### src/rtl/uart_rx_fifo.sv
// UART receive buffer: one push per UART byte handshake, DEPTH-entry show-ahead FIFO, sticky overrun.
// Define UART_RX_FIFO_IRQ_EN to add the threshold input and registered irq output.
module uart_rx_fifo #(
  parameter int DEPTH     = 16,
  parameter int ADDR_BITS = 4
) (
  input  logic                 raw_clk,
  input  logic                 reset,
  input  logic [7:0]           uart_rx_data,
  input  logic                 uart_rx_ready,
  output logic                 uart_rx_ready_clear,
  input  logic                 pop,
  output logic [7:0]           data_out,
  output logic                 not_empty,
  output logic                 full,
  output logic [ADDR_BITS:0]   count,
  output logic                 overrun,
  input  logic                 overrun_clear
`ifdef UART_RX_FIFO_IRQ_EN
  ,
  input  logic [ADDR_BITS:0]   threshold,
  output logic                 irq
`endif
);

  localparam logic [ADDR_BITS:0] FULL_COUNT = (ADDR_BITS + 1)'(DEPTH);

  typedef enum logic [1:0] {
    S_IDLE = 2'd0,
    S_ACK  = 2'd1,
    S_WAIT = 2'd2
  } state_t;

  state_t                 r_state;
  state_t                 w_state_next;
  logic                   w_capture;
  logic                   w_pop;
  logic                   w_can_accept;
  logic                   w_push;
  logic                   w_drop;
  logic [ADDR_BITS:0]     w_count_next;
  logic                   w_overrun_next;

  logic [7:0]             r_mem [DEPTH];
  logic [ADDR_BITS-1:0]   r_wptr;
  logic [ADDR_BITS-1:0]   r_rptr;
  logic [ADDR_BITS:0]     r_count;
  logic                   r_overrun;
  logic                   r_ack;
  logic                   r_full;
  logic                   r_not_empty;

  // WAIT holds off re-capture until the UART drops rx_ready, so a long-held byte is pushed once.
  always_comb begin
    w_state_next = r_state;
    w_capture    = 1'b0;
    case (r_state)
      S_IDLE: begin
        if (uart_rx_ready) begin
          w_capture    = 1'b1;
          w_state_next = S_ACK;
        end
      end
      S_ACK:   w_state_next = S_WAIT;
      S_WAIT:  if (!uart_rx_ready) w_state_next = S_IDLE;
      default: w_state_next = S_IDLE;
    endcase
  end

  always_comb begin
    w_pop          = pop && (r_count != '0);
    w_can_accept   = (r_count < FULL_COUNT) || w_pop;
    w_push         = w_capture && w_can_accept;
    w_drop         = w_capture && !w_can_accept;
    w_overrun_next = w_drop || (r_overrun && !overrun_clear);
    w_count_next   = r_count;
    case ({w_push, w_pop})
      2'b10:   w_count_next = r_count + (ADDR_BITS + 1)'(1);
      2'b01:   w_count_next = r_count - (ADDR_BITS + 1)'(1);
      default: w_count_next = r_count;
    endcase
  end

  always_ff @(posedge raw_clk or negedge reset) begin
    if (!reset) begin
      r_state     <= S_IDLE;
      r_wptr      <= '0;
      r_rptr      <= '0;
      r_count     <= '0;
      r_overrun   <= 1'b0;
      r_ack       <= 1'b0;
      r_full      <= 1'b0;
      r_not_empty <= 1'b0;
    end else begin
      r_state     <= w_state_next;
      if (w_push) r_wptr <= r_wptr + ADDR_BITS'(1);
      if (w_pop)  r_rptr <= r_rptr + ADDR_BITS'(1);
      r_count     <= w_count_next;
      r_overrun   <= w_overrun_next;
      r_ack       <= w_capture;
      r_full      <= (w_count_next == FULL_COUNT);
      r_not_empty <= (w_count_next != '0);
    end
  end

  // Storage is deliberately left out of reset; empty is tracked by count alone.
  always_ff @(posedge raw_clk) begin
    if (w_push) r_mem[r_wptr] <= uart_rx_data;
  end

  assign data_out            = r_not_empty ? r_mem[r_rptr] : 8'h00;
  assign not_empty           = r_not_empty;
  assign full                = r_full;
  assign count               = r_count;
  assign overrun             = r_overrun;
  assign uart_rx_ready_clear = r_ack;

`ifdef UART_RX_FIFO_IRQ_EN
  logic r_irq;

  always_ff @(posedge raw_clk or negedge reset) begin
    if (!reset) begin
      r_irq <= 1'b0;
    end else begin
      r_irq <= ((w_count_next >= threshold) && (threshold != '0)) || w_overrun_next;
    end
  end

  assign irq = r_irq;
`endif

endmodule

### config.mk
export PLATFORM = sky130hd
export DESIGN_NAME = uart_rx_fifo
export DESIGN_NICKNAME = d
export VERILOG_FILES = /design/src/rtl/uart_rx_fifo.sv
export SDC_FILE = /design/constraint.sdc
export NUM_CORES = 1
export LEC_CHECK = 0
export CAP_MARGIN = 10
export CORE_ASPECT_RATIO = 0.6
export CORE_MARGIN = 2
export CORE_UTILIZATION = 50
export DETAILED_ROUTE_END_ITERATION = 8
export GPL_TIMING_DRIVEN = 0
export HOLD_SLACK_MARGIN = 0.12
export PLACE_DENSITY = 0.68
export SETUP_SLACK_MARGIN = 0.5
export SYNTH_ARGS = -nofsm -noshare
export SYNTH_HDL_FRONTEND = slang
export SYNTH_SLANG_ARGS = --single-unit
### constraint.sdc
create_clock -name raw_clk -period 4 [get_ports raw_clk]
set_clock_uncertainty 0.2 [all_clocks]
set_input_delay 0.4 -clock raw_clk [delete_from_list [all_inputs] [get_ports raw_clk]]
set_output_delay 0.4 -clock raw_clk [all_outputs]
set_load 0.02 [all_outputs]
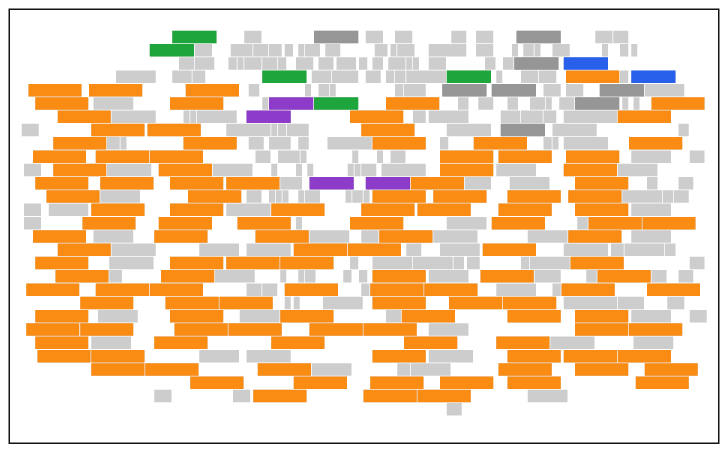
registers.png
| name in the netlist | colour | flops |
|---|---|---|
| r_wptr | purple | 4 |
| count | green | 5 |
| r_mem | orange | 128 |
| r_state | blue | 2 |

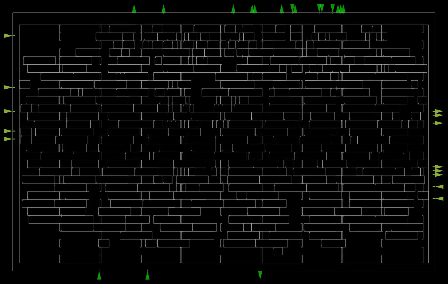
final_placement.png
Core Area: 0.0114 mm2
tap cells: 160
registers: 147
# rows: 30

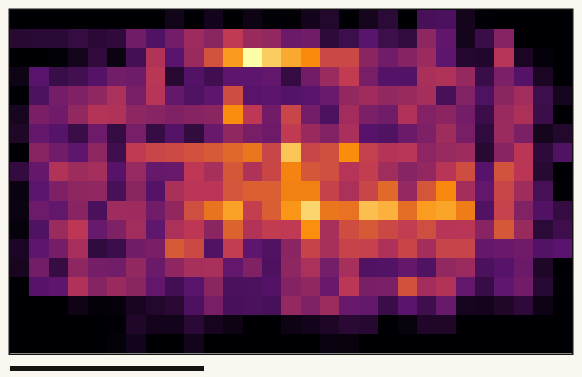
wire_density.png
The bar under the picture is 50 um long. 29 x 18 tiles, from black (low) to pale yellow (high), scaled to the fullest tile. Values are wire area over tile area, all layers added.
densest ninth of the die: middle
mean over tiles: 0.15
fullest tile: 0.52
tiles over half the peak: 16%
nearly empty tiles: 16%

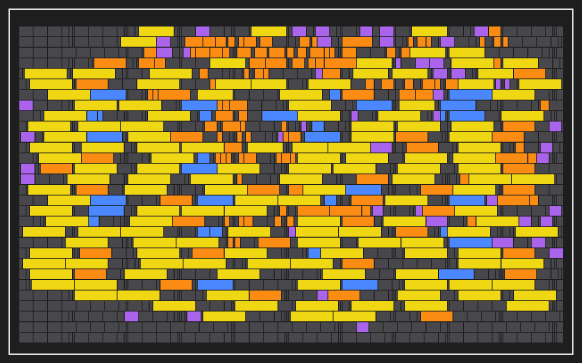
cell_classes.png
Fill, decap, tap and diode cells in grey.
| class | colour | cells | share of their area |
|---|---|---|---|
| flip-flops | yellow | 147 | 63% |
| other buffers and delay cells | purple | 48 | 6.0% |
| clock drivers and dummy loads | blue | 32 | 8.5% |
| all other logic | orange | 137 | 23% |

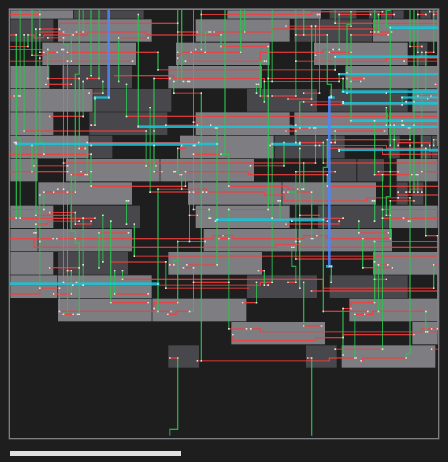
zoom.png
The bar under the picture is 20 um long. Window x 11 to 61, y 0 to 50 um. Cells in grey, sequential cells in the stronger grey; small squares are vias.
| layer | colour |
|---|---|
| met2 | green |
| met4 | blue |
| met1 | red |
| met3 | cyan |
sequential cells in the window: 33
netlist names of flops here include: r_mem (33)
cells with their middle in the window: 56
most frequent: edfxtp_1 (33), mux4_2 (8)

-- worst max-delay path: cells and delay by family, from the launching register on --
family | cells | cell delay [ns]
multiplexers | 2 | 1.08
buffers and inverters | 3 | 0.74
flip-flops | 1 | 0.35
AND/OR/NAND/NOR | 1 | 0.19
-- metal layers --
metal  GRT usage [%]  vias up  wire, um
met1            32.0     1533      5790
met5               0        -         0
met3            6.33       11      1020
met4            6.53        0       107
li1                -     1306         -
met2            27.8      108      5080
-- Yosys cell counts (all sizes together) (3+ instances only) --
cell / instances / area [um2]
a21oi: 3 / 15.0
inv: 7 / 26.3
nand2: 8 / 30.0
nor2b: 3 / 18.8
xnor2: 8 / 70.1
mux2i: 3 / 30.0
nand2b: 3 / 18.8
mux2: 3 / 33.8
mux4: 40 / 901
nor3: 4 / 20.0
ha: 7 / 87.6
edfxtp: 128 / 3840
o21ai: 3 / 15.0
dfrtp: 19 / 475
and2: 9 / 56.3
nor2: 18 / 67.6
buf: 10 / 52.6
clkbuf: 6 / 22.5
-- cells by family after synthesis --
family	count (synthesis)	synth area share, %
AND/OR/NAND/NOR	53	4.57
buffers and inverters	23	1.70
multiplexers	46	16.2
flip-flops	147	72.6
AND-OR/OR-AND	14	1.94
XOR/XNOR	10	1.47
adder cells (fa/ha/maj)	7	1.47
-- through the flow --
step / hold slack [ns] / utilization (%) / setup slack, ns
after floorplan: -0.0956 / - / 1.07
after global placement: 0.264 / 56.2 / 0.207
after detailed placement: 0.334 / 56.2 / 0.163
after CTS: 0.311 / 61.6 / 0.556
after global routing: 0.338 / 61.8 / 0.504
final: 0.295 / 61.8 / 0.606
-- report_power, final --
group | switching, W | internal (W)
sequential | 0.0000877 | 0.00183
clock | 0.000625 | 0.000928
combinational | 0.00101 | 0.000901
total | 0.00173 | 0.00366
==> impl_metrics.py <==
# Auto-generated metrics
metrics = {
    "placement": {
        "placed_cells": 489,
    },
    "cells_and_area": {
        "largest_class": "flip-flops and latches",
        "mi_logic_area_mm2": 0.00153,
        "clk_share_pct": 8.22,
        "synthToLayoutAreaGrowth_pct": 19.0,
        "num-multi-input-gates": 130,
        "inverters": 7,
        "non_clock_buffer_area_share_pct": 5.87,
        "most-common-layout-cells": "edfxtp_1, mux4_2, clkdlybuf4s50_1, dfrtp_1, nor2_1",
        "antenna_cells": 0,
        "clkbuf_count": 19,
        "drive_gt1_share_pct": 25.8,
    },
    "grt": {
        "antenna_found_initial": 0,
        "grt_pass1_wl_um": 17500,
        "grt-ovfl-total": 0,
    },
    "final_timing": {
        "setup_viol": 0,
        "fin_crit_ns": 3.39,
        "worstMarginPinSlew_ns": 0.911,
        "tns_ns": 0,
        "fmax_mhz": 295,
        "finalHoldViolations": 0,
        "finalClockPeriodUsage_pct": 84.9,
        "drv_slew": 0,
    },
    "setup_path": {
        "r2r_cells": 10,
        "cp.required_ns": 3.40,
        "crit_slowest_cell": "mux4_2",
        "end_kind": "output port",
        "cpMostUsedCell": "mux4_2",
        "reg2reg_from": "r_state[1]$_DFFE_PN0P_",
        "cp_slowest_stage_delay_ns": 0.58,
        "startpoint": "r_rptr[0]$_DFFE_PN0P_",
        "path_max_fanout": 10,
        "critPathKind": "reg2out",
        "arrival_ns": 2.79,
    },
    "pwr": {
        "p_leak_nw": 2.37,
        "peakVddDrop_mv": 0.371,
        "power_density_mw_per_mm2": 762,
    },
    "detailed_routing": {
        "wl_per_cell_um": 22.9,
        "drtIter0Drc": 266,
        "drc": 0,
        "wl_um": 12000,
        "antenna_left": 0,
    },
    "clock_tree": {
        "clock_sink_count": 147,
        "postCtsSetupBuffers": 0,
        "h-tree-depth": 4,
        "clk_pin_slew_ns": 0.06,
        "tritoncts": "done",
        "cts-buffers-inserted": 17,
    },
    "synth": {
        "synth_cell_types": 35,
        "synth.net_count": 320,
        "syn_area_per_cell_um2": 19.8,
        "async_flop_share_pct": 12.9,
        "yosysWarnings": 0,
        "ys.flop_type": "edfxtp_1",
        "yosys_cells": 300,
    },
    "floorplanning": {
        "io_pins": 30,
        "die_h_um": 88.5,
        "fp_util_pct": 51.9,
    },
    "min_path": {
        "min-delay-path-class": "in2async",
    },
    "status": {
        "status": "finished, final reports clean",
    },
}
Power and IR drop assume default switching activity.
